[config.mk]
export PLATFORM = sky130hd
export DESIGN_NAME = pixel_word_unpacker
export DESIGN_NICKNAME = d
export VERILOG_FILES = /design/src/rtl/pix_stream_pkg.sv /design/src/rtl/pixel_pos_counter.sv /design/src/rtl/pixel_word_unpacker.sv
export SDC_FILE = /design/constraint.sdc
export NUM_CORES = 1
export LEC_CHECK = 0
export CORE_AREA = 2 2 148 258
export DETAILED_ROUTE_END_ITERATION = 16
export DIE_AREA = 0 0 150 260
export PLACE_DENSITY = 0.6
export RECOVER_POWER = 100
export SYNTH_ARGS = -nofsm -noshare
export SYNTH_HDL_FRONTEND = slang
export SYNTH_SLANG_ARGS = --single-unit
[constraint.sdc]
create_clock -name clk_clk -period 6.5 [get_ports clk_clk]
set_input_delay 1.3 -clock clk_clk [delete_from_list [all_inputs] [get_ports clk_clk]]
set_output_delay 1.3 -clock clk_clk [all_outputs]
set_load 0.05 [all_outputs]
[src/rtl/pix_stream_pkg.sv]
`default_nettype none
// =============================================================================
// pix_stream_pkg : shared types and helpers for pixel-stream pipeline stages
// Rev 1.0
// =============================================================================
package pix_stream_pkg;

  localparam int PIX_W_DEF = 8;

  typedef enum logic [0:0] {
    EMPTY = 1'b0,
    FULL  = 1'b1
  } unpack_state_e;

  typedef struct packed {
    logic sop;
    logic eol;
    logic eop;
  } marker_t;

  function automatic int calc_ppw(input int word_w, input int pix_w);
    return word_w / pix_w;
  endfunction

endpackage
`default_nettype wire

[src/rtl/pixel_pos_counter.sv]
`default_nettype none
// =============================================================================
// pixel_pos_counter : raster x/y position tracker with frame/line markers
// Rev 1.0
// =============================================================================
module pixel_pos_counter
  import pix_stream_pkg::*;
#(
  parameter int IMG_W = 64,
  parameter int IMG_H = 48
) (
  input  logic    clk,
  input  logic    rst_n,
  input  logic    clear,
  input  logic    advance,
  output marker_t markers
);

  localparam int X_W = (IMG_W > 1) ? $clog2(IMG_W) : 1;
  localparam int Y_W = (IMG_H > 1) ? $clog2(IMG_H) : 1;
  localparam logic [X_W-1:0] X_LAST = X_W'(IMG_W - 1);
  localparam logic [Y_W-1:0] Y_LAST = Y_W'(IMG_H - 1);

  logic [X_W-1:0] x_q, x_d;
  logic [Y_W-1:0] y_q, y_d;

  always_comb begin
    x_d = x_q;
    y_d = y_q;
    if (clear) begin
      x_d = '0;
      y_d = '0;
    end else if (advance) begin
      if (x_q == X_LAST) begin
        x_d = '0;
        y_d = (y_q == Y_LAST) ? '0 : y_q + 1'b1;
      end else begin
        x_d = x_q + 1'b1;
      end
    end
  end

  always_ff @(posedge clk or negedge rst_n) begin
    if (!rst_n) begin
      x_q <= '0;
      y_q <= '0;
    end else begin
      x_q <= x_d;
      y_q <= y_d;
    end
  end

  assign markers.sop = (x_q == '0) && (y_q == '0);
  assign markers.eol = (x_q == X_LAST);
  assign markers.eop = (x_q == X_LAST) && (y_q == Y_LAST);

endmodule
`default_nettype wire

[src/rtl/pixel_word_unpacker.sv]
`default_nettype none
// =============================================================================
// pixel_word_unpacker : serializes wide words into tagged 8-bit pixel stream
// Optional frame counter enabled by `define UNPACKER_FRAME_CNT_EN.  Rev 1.0
// =============================================================================
module pixel_word_unpacker
  import pix_stream_pkg::*;
#(
  parameter int WORD_W = 256,
  parameter int PIX_W  = PIX_W_DEF,
  parameter int IMG_W  = 64,
  parameter int IMG_H  = 48
) (
  input  logic              clk_clk,
  input  logic              reset_reset_n,
  input  logic              sclr,
  input  logic [WORD_W-1:0] in_data,
  input  logic              in_valid,
  output logic              in_ready,
  output logic [PIX_W-1:0]  out_pix,
  output logic              out_valid,
  input  logic              out_ready,
  output logic              out_sop,
  output logic              out_eol,
  output logic              out_eop,
  output logic [15:0]       frame_count
);

  localparam int PPW   = calc_ppw(WORD_W, PIX_W);
  localparam int IDX_W = (PPW > 1) ? $clog2(PPW) : 1;
  localparam logic [IDX_W-1:0] IDX_LAST = IDX_W'(PPW - 1);

  generate
    if ((WORD_W % PIX_W) != 0 || ((IMG_W * IMG_H) % PPW) != 0) begin : g_cfg_bad
      $fatal(1, "pixel_word_unpacker: frame size must be a whole number of words");
    end
  endgenerate

  unpack_state_e     state_q, state_d;
  logic [WORD_W-1:0] buf_q, buf_d;
  logic [IDX_W-1:0]  idx_q, idx_d;
  logic              idx_last;
  logic              pix_hs;
  marker_t           pos_mk;

  assign idx_last  = (idx_q == IDX_LAST);
  assign out_valid = (state_q == FULL);
  assign pix_hs    = out_valid & out_ready;
  // Combinational path out_ready -> in_ready enables bubble-free reload.
  assign in_ready  = reset_reset_n &
                     ((state_q == EMPTY) | (out_valid & idx_last & out_ready));

  always_comb begin
    state_d = state_q;
    buf_d   = buf_q;
    idx_d   = idx_q;
    if (sclr) begin
      state_d = EMPTY;
      idx_d   = '0;
    end else if (state_q == EMPTY) begin
      if (in_valid) begin
        buf_d   = in_data;
        idx_d   = '0;
        state_d = FULL;
      end
    end else if (pix_hs) begin
      if (idx_last) begin
        idx_d = '0;
        if (in_valid) begin
          buf_d = in_data;
        end else begin
          state_d = EMPTY;
        end
      end else begin
        idx_d = idx_q + 1'b1;
      end
    end
  end

  always_ff @(posedge clk_clk or negedge reset_reset_n) begin
    if (!reset_reset_n) begin
      state_q <= EMPTY;
      buf_q   <= '0;
      idx_q   <= '0;
    end else begin
      state_q <= state_d;
      buf_q   <= buf_d;
      idx_q   <= idx_d;
    end
  end

  pixel_pos_counter #(
    .IMG_W (IMG_W),
    .IMG_H (IMG_H)
  ) u_pos (
    .clk     (clk_clk),
    .rst_n   (reset_reset_n),
    .clear   (sclr),
    .advance (pix_hs),
    .markers (pos_mk)
  );

  assign out_pix = out_valid ? buf_q[idx_q*PIX_W +: PIX_W] : '0;
  assign out_sop = out_valid & pos_mk.sop;
  assign out_eol = out_valid & pos_mk.eol;
  assign out_eop = out_valid & pos_mk.eop;

`ifdef UNPACKER_FRAME_CNT_EN
  logic [15:0] frame_cnt_q, frame_cnt_d;

  always_comb begin
    frame_cnt_d = frame_cnt_q;
    if (pix_hs & pos_mk.eop) begin
      frame_cnt_d = frame_cnt_q + 16'd1;
    end
  end

  always_ff @(posedge clk_clk or negedge reset_reset_n) begin
    if (!reset_reset_n) begin
      frame_cnt_q <= '0;
    end else begin
      frame_cnt_q <= frame_cnt_d;
    end
  end

  assign frame_count = frame_cnt_q;
`else
  assign frame_count = 16'h0;
`endif

endmodule
`default_nettype wire
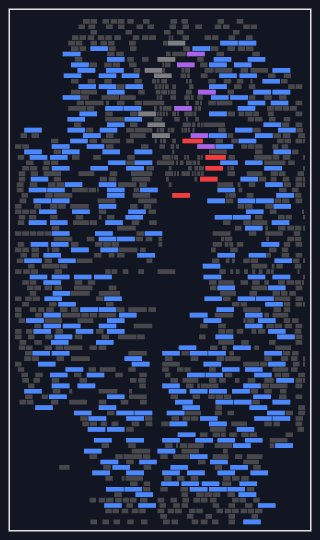
Run 1: sequential cells coloured by netlist name
Scale: 2 px per µm. Other sequential cells in the stronger grey, the rest of the logic in the fainter grey.
[red] `idx_q` | flops: 5
[purple] `u_pos.y_q` | flops: 6
[blue] `buf_q` | flops: 256 | where: widely spread
not coloured: 7

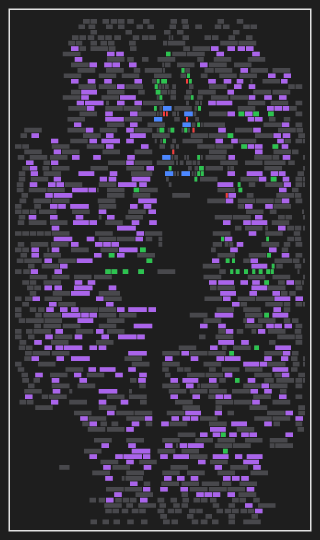
Run 1: gate families picked out
Scale: 2 px per µm.
[blue] adder and majority cells | cells: 7 | where: north
[purple] multiplexers | cells: 346 | where: widely spread
[red] inverters | cells: 7 | where: north
[green] inverting AOI/OAI gates | cells: 60

==> run_results.csv, run 1 <==
group,metric,value,unit
status,violations,"max-capacitance violations, max-slew violations",
setup_path,worst_path_max_delay_cell,"dfrtp_4",
sta,finalSetupViolations,0,
setup_path,cp-end-kind,"output pin",
yosys,yosys_warnings,0,
cts,clockRootBuffer,"clkbuf_16",
layout,bufAreaShareNonClock,0.166,
routing,totalWireLength,35.1,mm
setup_path,regToRegSetupSlack,1.39,ns
cts,clockBufferDepth,3,
place,hpwl,25.8,mm
routing,wl_per_cell,22.1,µm
setup_path,worstSetupPathType,"flop to output pin",
sta,slew_headroom,-1.46,
sta,drv_slew,327,
die,io_pins,290,
sta,worstMarginPinSlew,3.68,ns
routing,vias,7936,
yosys,yosys_register_bits,274,
layout,nClkBuffers,35,
routing,antenna_left,0,
layout,drive_above_1_share,0.329,
yosys,yosys.cell_types.count,45,
sta,hold_violations,0,
yosys,ys_sh_adder,0.00684,
layout,fillers,3324,
cts,htreeDepth,1,
yosys,netlist_instances,836,
sta,skew,0.00493,ns
yosys,ys_cells,836,
setup_path,path_buffers,1,
cts,cts.sinks,274,
global_route,grt_pass1_wl,52.0,mm
worst_hold_path,worstHoldStart,"buf_q[39]",
cts,cts_setup_buffers,0,
yosys,ys_area,12800,µm²
place,pre_cts_slack,1.81,ns
yosys,ff_type,"dfrtp_1",
pwr,power_density,284,nW/µm²
yosys,yosys-top-cells-area,"dfrtp_1, mux2_2, mux4_2, mux4_1, buf_2",
die,fp.dieW,150,µm
worst_hold_path,min_path_cells,1,
cts,post_cts_hold_buffer_count,0,
global_route,grt-ovfl-total,0,
pwr,ir_drop,0.000154,V
layout,clock_cell_area_share,0.0573,
sta,fin_ws,1.28,ns
yosys,synth-compound-area-share,0.0329,
setup_path,cp_data_arrival_time,3.92,ns
run,max_cap_viol_count,3,
global_route,antenna_found_initial,5,
layout,comb_share,0.330,
routing,drt_iter0_markers,311,
yosys,netlist_area,12800,µm²
layout,nNonClkBuffers,280,
worst_hold_path,hold_path_class,"flop to flop",
setup_path,crit_path_max_fanout,53,
setup_path,r2r-start,"idx_q[1]",
cts,cts_buffers,27,
yosys,xor_area_frac,0.00205,
place,placed_cell_area,15900,µm²
cts,cts_tree,"done",
layout,largest_class,"flip-flops and latches",
status,status,"finished with violations",
pwr,p_total,4.77,mW
layout,comb_area,5530,µm²
yosys,postSynthAreaPerCell,15.3,µm²
sta,fmax,192,MHz
layout,areaGrowthSynthToFinish,31.1,%
setup_path,crit_end,"out_pix[7]",
setup_path,crit_family,"flip-flops",
yosys,ys_top_logic_family,"multiplexers",
layout,fin_nets,1355,
die,die-area,39000,µm²
layout,finalInstanceArea,16800,µm²
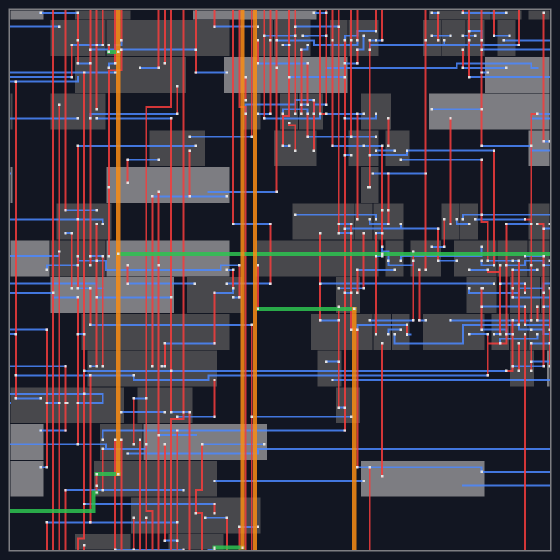
Run 1: layout detail
Region (55, 162) to (95, 202) µm. Cells in grey, sequential cells in the stronger grey; small squares are vias.
[blue] met1
[orange] met4
[green] met3
[red] met2
sequential cells in the window: 8
netlist names of flops here include: `buf_q` (4), `idx_q` (2)
most frequent: nand2_1 (11), mux2_2 (7), dfrtp_1 (7)
cells with their middle in the window: 64

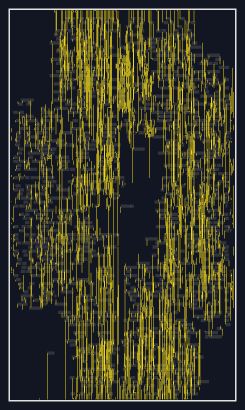
Run 1: signal wires on met2
Scale: 1.5 px per µm.
nets with wire on the layer: 1242
share of all routed wire: 55%
main direction: vertical

-- run 1: layout by cell type, fill, tap and decap left out, types with 3 or more instances in the layout --
| master | n |
|---|---|
| clkinv_2 | 8 |
| nand4_1 | 4 |
| dlygate4sd3_1 | 14 |
| a31oi_1 | 8 |
| buf_4 | 3 |
| dfrtp_1 | 272 |
| nand2_1 | 17 |
| mux4_1 | 24 |
| mux2i_1 | 16 |
| bufinv_16 | 5 |
| o221ai_1 | 8 |
| a22oi_1 | 7 |
| and3_1 | 3 |
| diode_2 | 5 |
| clkdlybuf4s50_1 | 258 |
| mux2_2 | 272 |
| nor2b_1 | 5 |
| a221oi_1 | 7 |
| or2_2 | 3 |
| mux4_2 | 33 |
| clkbuf_16 | 27 |
| nand3_1 | 6 |
| clkbuf_1 | 4 |
| nor2_1 | 10 |
| conb_1 | 16 |
| a21oi_1 | 7 |
| xor2_1 | 3 |
| nor4b_1 | 3 |
| clkbuf_8 | 5 |
| inv_1 | 6 |
| ha_1 | 7 |
| o21ai_0 | 18 |
-- run 1: power breakdown --
part | internal, mW | switching [mW] | leakage (nW)
combinational | 0.570 | 0.311 | 2.92
clock | 1.02 | 0.671 | 0.479
sequential | 2.02 | 0.189 | 3.26
-- run 1: per-layer routing --
layer | share of wire | track usage | vias up | routed length (µm)
li1 | - | - | 3645 | -
met1 | 0.37 | 0.204 | 4008 | 13000
met2 | 0.55 | 0.332 | 232 | 19300
met3 | 0.044 | 0.0209 | 51 | 1540
met4 | 0.037 | 0.0763 | 0 | 1300
met5 | 0 | 0 | - | 0
-- run 1: flip-flops by register name, indices dropped and copies added, names as in the netlist --
name	count
buf_q	256
u_pos.x_q	6
u_pos.y_q	6
idx_q	5
out_valid	1
Run 1, track usage over the die:
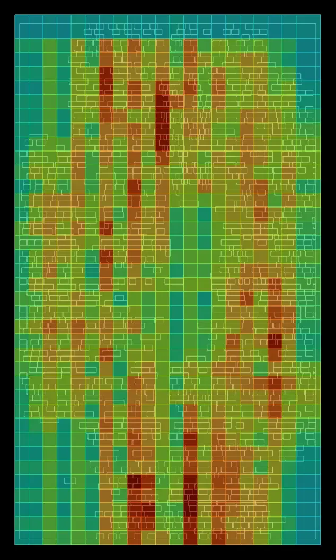

==> run 1 -> run 2 <==
- PLACE_DENSITY: 0.6 -> 0.62
- clock period: 6.5 -> 4.4 ns (I/O delays scaled with it)
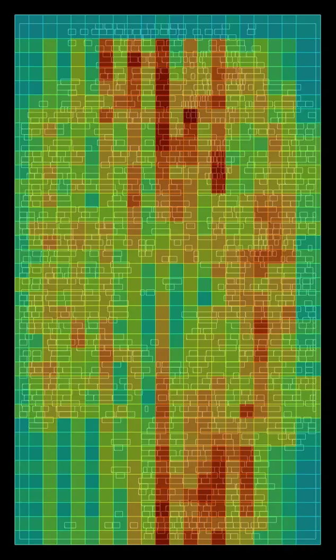
Run 2: track usage over the die
M1 GR Usage: 0.200
GR peak layer: met2

==> run_results.csv, run 2 <==
group,metric,value,unit
status,status,"finished with violations",
status,violations,"max-capacitance violations, max-slew violations",
yosys,ff_type,"dfrtp_1",
sta,finalClockPeriodUsage,0.932,
cts,cts.sinks,274,
sta,drv_slew,332,
place,hpwl,26.6,mm
sta,setup_tns,0,ns
layout,diodes,2,
cts,cts_tree,"done",
layout,clock_cell_area_share,0.0547,
cts,clockBufferDepth,3,
setup_path,worst_path_max_delay_cell,"dfrtp_4",
yosys,synthArstFlopShare,1.00,
die,fp.dieW,150,µm
setup_path,path_buffers,2,
setup_path,crit_path_max_fanout,37,
yosys,yosysTopAreaCell,"dfrtp_1",
global_route,grt_pass1_wl,52.8,mm
setup_path,r2r-start,"idx_q[0]",
cts,cts_setup_buffers,0,
worst_hold_path,hold_path_class,"primary input to async pin",
setup_path,crit_family,"flip-flops",
sta,finalSetupViolations,0,
layout,bufAreaShareNonClock,0.169,
layout,areaGrowthSynthToFinish,31.0,%
sta,worstMarginPinSlew,2.57,ns
cts,htreeDepth,1,
sta,fmax,244,MHz
place,dp_cells,1542,
yosys,netlist_area,12800,µm²
place,pre_cts_slack,0.886,ns
layout,reg_top3,"buf_q: 256 flops, u_pos.x_q: 6 flops, u_pos.y_q: 6 flops",
layout,lay_top_cells,"mux2_2, dfrtp_1, clkdlybuf4s50_1",
global_route,antenna_found_initial,1,
sta,fin_ws,0.301,ns
routing,vias,7992,
sta,skew,0.0260,ns
layout,ff_latch_area,6860,µm²
layout,nClkBuffers,36,
sta,slew_headroom,-0.710,
yosys,postSynthAreaPerCell,15.3,µm²
pwr,p_total,6.92,mW
yosys,synth.top_cells.by_count,"dfrtp_1, mux2_2, buf_2",
cts,cts_buffers,27,
layout,comb_share,0.330,
layout,comb_area,5530,µm²
routing,wl_per_cell,22.4,µm
pwr,power_density,413,nW/µm²
setup_path,cp_data_arrival_time,3.22,ns
layout,largest-register,"buf_q",
cts,post_cts_resized,0,
pwr,ir_drop,0.000262,V
die,die-area,39000,µm²
cts,clock_latency,0.56,ns
yosys,ys_cells,836,
routing,antenna_left,0,
yosys,ys_area,12800,µm²
setup_path,crit_required,3.52,ns
yosys,ys_seq_frac,0.536,
die,num_rows,93,
setup_path,worstSetupPathType,"flop to output pin",
pwr,p_leak,6.68,nW
layout,fin_nets,1364,
layout,drive_above_1_share,0.343,
setup_path,regToRegSetupSlack,0.46,ns
layout,final_common_cell,"mux2_2",
yosys,yosys_warnings,0,
sta,rsz0062_at_grt,"no",
die,io_pins,290,
layout,inv_count,7,
yosys,yosys_register_bits,274,
run,max_cap_viol_count,5,
cts,clockRootBuffer,"clkbuf_16",
die,die_y,260,µm
yosys,yosys-top-cells-area,"dfrtp_1, mux2_2, mux4_2, mux4_1, buf_2",
layout,nNonClkBuffers,289,
layout,seq_share,0.409,
layout,fillers,3369,
yosys,yosysTopAreaCellShare,0.536,
global_route,grt-ovfl-total,0,
yosys,netlist_instances,836,
setup_path,cp-end-kind,"output pin",
cts,post_cts_hold_buffer_count,0,
routing,totalWireLength,35.7,mm
sta,hold_violations,0,
layout,largest_register_ffs,256,
layout,largest_class,"flip-flops and latches",
yosys,yosys.cell_types.count,45,
setup_path,startpoint_type,"flop",
routing,drcViolationCount,0,
layout,stdcell_count,1593,
routing,drt_iter0_markers,284,
setup_path,cp_cell_sequence,"buf_12 -> mux4_2 -> a22oi_1 -> a31oi_1 -> clkbuf_2",
-- run 2: cell counts after synthesis --
No cell type changed its count.
-- run 2: metrics by stage --
step / cell area [µm²] / hold WS, ns
6_report: 16800 / 0.204
5_1_grt: 16800 / 0.195
3_5_place_dp: 15900 / 0.487
4_1_cts: 16900 / 0.196
3_3_place_gp: 15900 / 0.482
2_1_floorplan: 12900 / 0.472
-- run 2: how the worst max path moves through the flow --
stage | start | end | cells after the start
after global placement | idx_q[0] | out_pix[7] | 5
after global routing | idx_q[0] | in_ready | 6
after detailed placement | idx_q[0] | out_pix[0] | 5
final | idx_q[0] | out_pix[0] | 5
after CTS | idx_q[0] | out_pix[0] | 5
after floorplan | out_valid | out_eop | 3
-- run 2: logic make-up (layout without fill, tap and decap cells) --
kind of cell               count (synthesis)  count (layout)  synth area share
muxes                                    346             346             0.360
DFF                                      274             274             0.536
buffers and inverters                     80             345            0.0361
and+or+nand+nor                           63              63            0.0261
AOI/OAI and AO/OA                         62              62            0.0329
adders and majority gates                  7               7           0.00684
xor gates and xnor gates                   3               3           0.00205
other                                      1              18          0.000293
-- run 2: report_power, final --
group          total [mW]  switching [mW]  internal [mW]
clock network        2.38            1.01           1.38
registers            3.22           0.240           2.98
logic                1.32           0.499          0.824
total                6.92            1.75           5.18
-- run 2: routing by layer --
layer,part of all wire,global-route usage
met5,0,0
met4,0.045,0.0833
met3,0.050,0.0247
met2,0.55,0.344
met1,0.36,0.200
-- run 2: worst reg2reg max path, delay by kind of cell (launching register included) --
| family | cells | cell delay (ns) |
|---|---|---|
| adders and majority gates | 2 | 0.48 |
| and+or+nand+nor | 2 | 0.25 |
| DFF | 1 | 0.88 |
| buffers and inverters | 1 | 1.45 |
| AOI/OAI and AO/OA | 1 | 0.18 |
| muxes | 1 | 0.56 |
Run 2, sequential cells coloured by netlist name:
Scale: 2 px per µm. Other sequential cells in the stronger grey, the rest of the logic in the fainter grey.
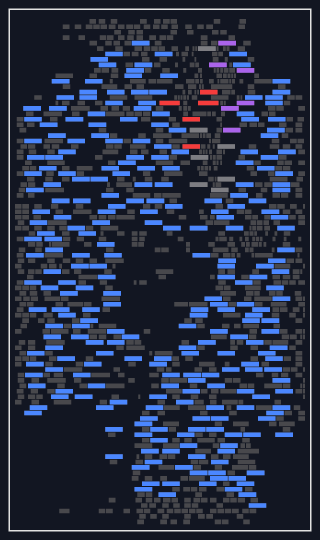

==> run 2 -> run 3 <==
- HOLD_SLACK_MARGIN: default -> 0.15
- clock period: 4.4 -> 3.7 ns (I/O delays scaled with it)
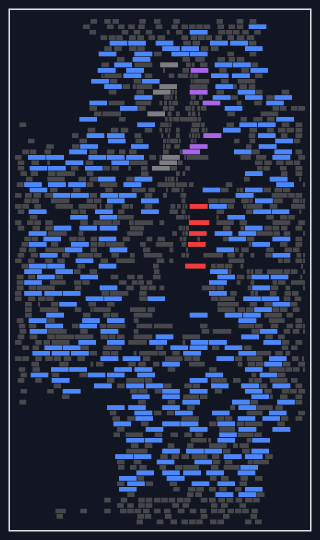
Run 3: sequential cells coloured by netlist name
Scale: 2 px per µm. Other sequential cells in the stronger grey, the rest of the logic in the fainter grey.
[red] `idx_q` | flops: 5
[purple] `u_pos.y_q` | flops: 6
[blue] `buf_q` | flops: 256 | where: widely spread
not coloured: 7

==> run_results.csv, run 3 <==
group,metric,value,unit
status,status,"finished with violations",
status,violations,"max-capacitance violations, max-slew violations",
global_route,grt_pass1_wl,53.3,mm
pwr,ir_drop,0.000333,V
yosys,yosys.cell_types.count,45,
yosys,mux_area_frac,0.360,
layout,areaGrowthSynthToFinish,32.6,%
layout,largest_register_ffs,256,
yosys,ys_sh_adder,0.00684,
sta,rsz0062_at_grt,"no",
pwr,p_total,8.28,mW
layout,drive_above_1_share,0.351,
yosys,netlist_instances,836,
setup_path,startpoint_type,"flop",
die,io_pins,290,
cts,cts_tree,"done",
yosys,yosys_warnings,0,
sta,worstMarginPinSlew,1.93,ns
layout,reg_top3,"buf_q: 256 flops, u_pos.x_q: 6 flops, u_pos.y_q: 6 flops",
worst_hold_path,hold_path_class,"flop to flop",
sta,finalClockPeriodUsage,0.976,
setup_path,worstSetupPathType,"flop to output pin",
routing,drcViolationCount,0,
routing,vias,8137,
yosys,ff_type,"dfrtp_1",
cts,clockBufferDepth,3,
global_route,grt_use_met2,0.358,
yosys,synth.top_cells.by_count,"dfrtp_1, mux2_2, buf_2",
yosys,ys_cells,836,
sta,fmax,277,MHz
yosys,ys_seq_frac,0.536,
layout,stdcell_count,1602,
layout,largest-register,"buf_q",
yosys,postSynthAreaPerCell,15.3,µm²
routing,drt-met1-wl,12.7,mm
global_route,busiest_layer,"met2",
sta,whs,0.498,ns
die,fp.dieW,150,µm
routing,antenna_left,0,
sta,setup_tns,0,ns
setup_path,crit_required,2.96,ns
cts,cts_setup_buffers,4,
setup_path,cp-end-kind,"output pin",
pwr,power_density,488,nW/µm²
yosys,yosys_register_bits,274,
global_route,antenna_found_initial,3,
pwr,p_leak,6.75,nW
sta,fin_ws,0.0886,ns
place,dp_cells,1547,
cts,clock_latency,0.53,ns
run,max_cap_viol_count,3,
yosys,yosysTopAreaCellShare,0.536,
layout,fin_nets,1375,
routing,totalWireLength,36.2,mm
layout,final_common_cell,"mux2_2",
routing,wl_per_cell,22.6,µm
pwr,p_int,6.21,mW
cts,cts_buffers,27,
pwr,netSwitchingPower,2.07,mW
die,die-area,39000,µm²
yosys,yosys-top-cells-area,"dfrtp_1, mux2_2, mux4_2, mux4_1, buf_2",
cts,cts.sinks,274,
pwr,sw_frac_of_total,0.250,
setup_path,crit_path_max_fanout,8,
routing,route.met2.wl,20.4,mm
sta,finalSetupViolations,0,
place,pre_cts_slack,0.368,ns
sta,drv_slew,263,
yosys,synthArstFlopShare,1.00,
pwr,power_frac_comb,0.195,
yosys,netlist_area,12800,µm²
sta,slew_headroom,-0.287,
routing,routed.top_layer,"met5",
cts,post_cts_resized,2,
global_route,grt_util_met1,0.193,
sta,skew,0.0101,ns
yosys,ys_area,12800,µm²
yosys,synth-compound-area-share,0.0329,
yosys,ys_top_logic_family,"multiplexers",
## run 3: area by class of cell
cell class / instances / area [µm²] / share of cell area
Sequential cell: 274 / 6860 / 0.405
Multi-Input combinational cell: 497 / 5560 / 0.328
Timing Repair Buffer: 300 / 3020 / 0.178
Clock buffer: 38 / 777 / 0.0458
Tap cell: 475 / 594 / 0.0350
Clock inverter: 10 / 125 / 0.00737
Inverter: 7 / 27.5 / 0.00162
Antenna cell: 1 / 2.50 / 0.000147
## run 3: kinds of logic after synthesis
kind of cell    Yosys count
other cells               1
buf+inv                  80
flops                   274
simple gates             63
mux                     346
xor+xnor                  3
fa+ha+maj                 7
compound gates           62
## run 3: power groups by stage
stage	clock network (mW)	logic, mW	registers, mW
6_report	2.81	1.61	3.86
5_1_grt	3.01	1.73	3.92
4_1_cts	2.88	1.65	3.87
3_5_place_dp	0	1.61	3.93
3_3_place_gp	0	1.59	3.92
2_1_floorplan	0	1.04	3.76
## run 3: path summary, 6_finish.rpt
| path | start | end | slack [ns] | depth (start not counted) |
|---|---|---|---|---|
| hold reg to reg | buf_q[90] | buf_q[90] | 0.50 | 1 |
| setup reg to reg | idx_q[1] | buf_q[96] | 0.24 | 9 |
| min in group asynchronous | reset_reset_n | buf_q[89] | 0.61 | 2 |
| setup / recovery | idx_q[0] | out_pix[3] | 0.09 | 6 |
| hold / removal | buf_q[90] | buf_q[90] | 0.50 | 1 |
| max in group asynchronous | reset_reset_n | idx_q[0] | 0.72 | 3 |
## run 3: worst max-delay path, cell delays in order, from the launching register on
cell and delay (ns):
dfrtp_4 0.54, buf_12 0.15, mux4_1 0.65, mux2_2 0.31, o221ai_1 0.33, a31oi_1 0.10
clkbuf_4 0.25
Power and IR drop assume default switching activity.
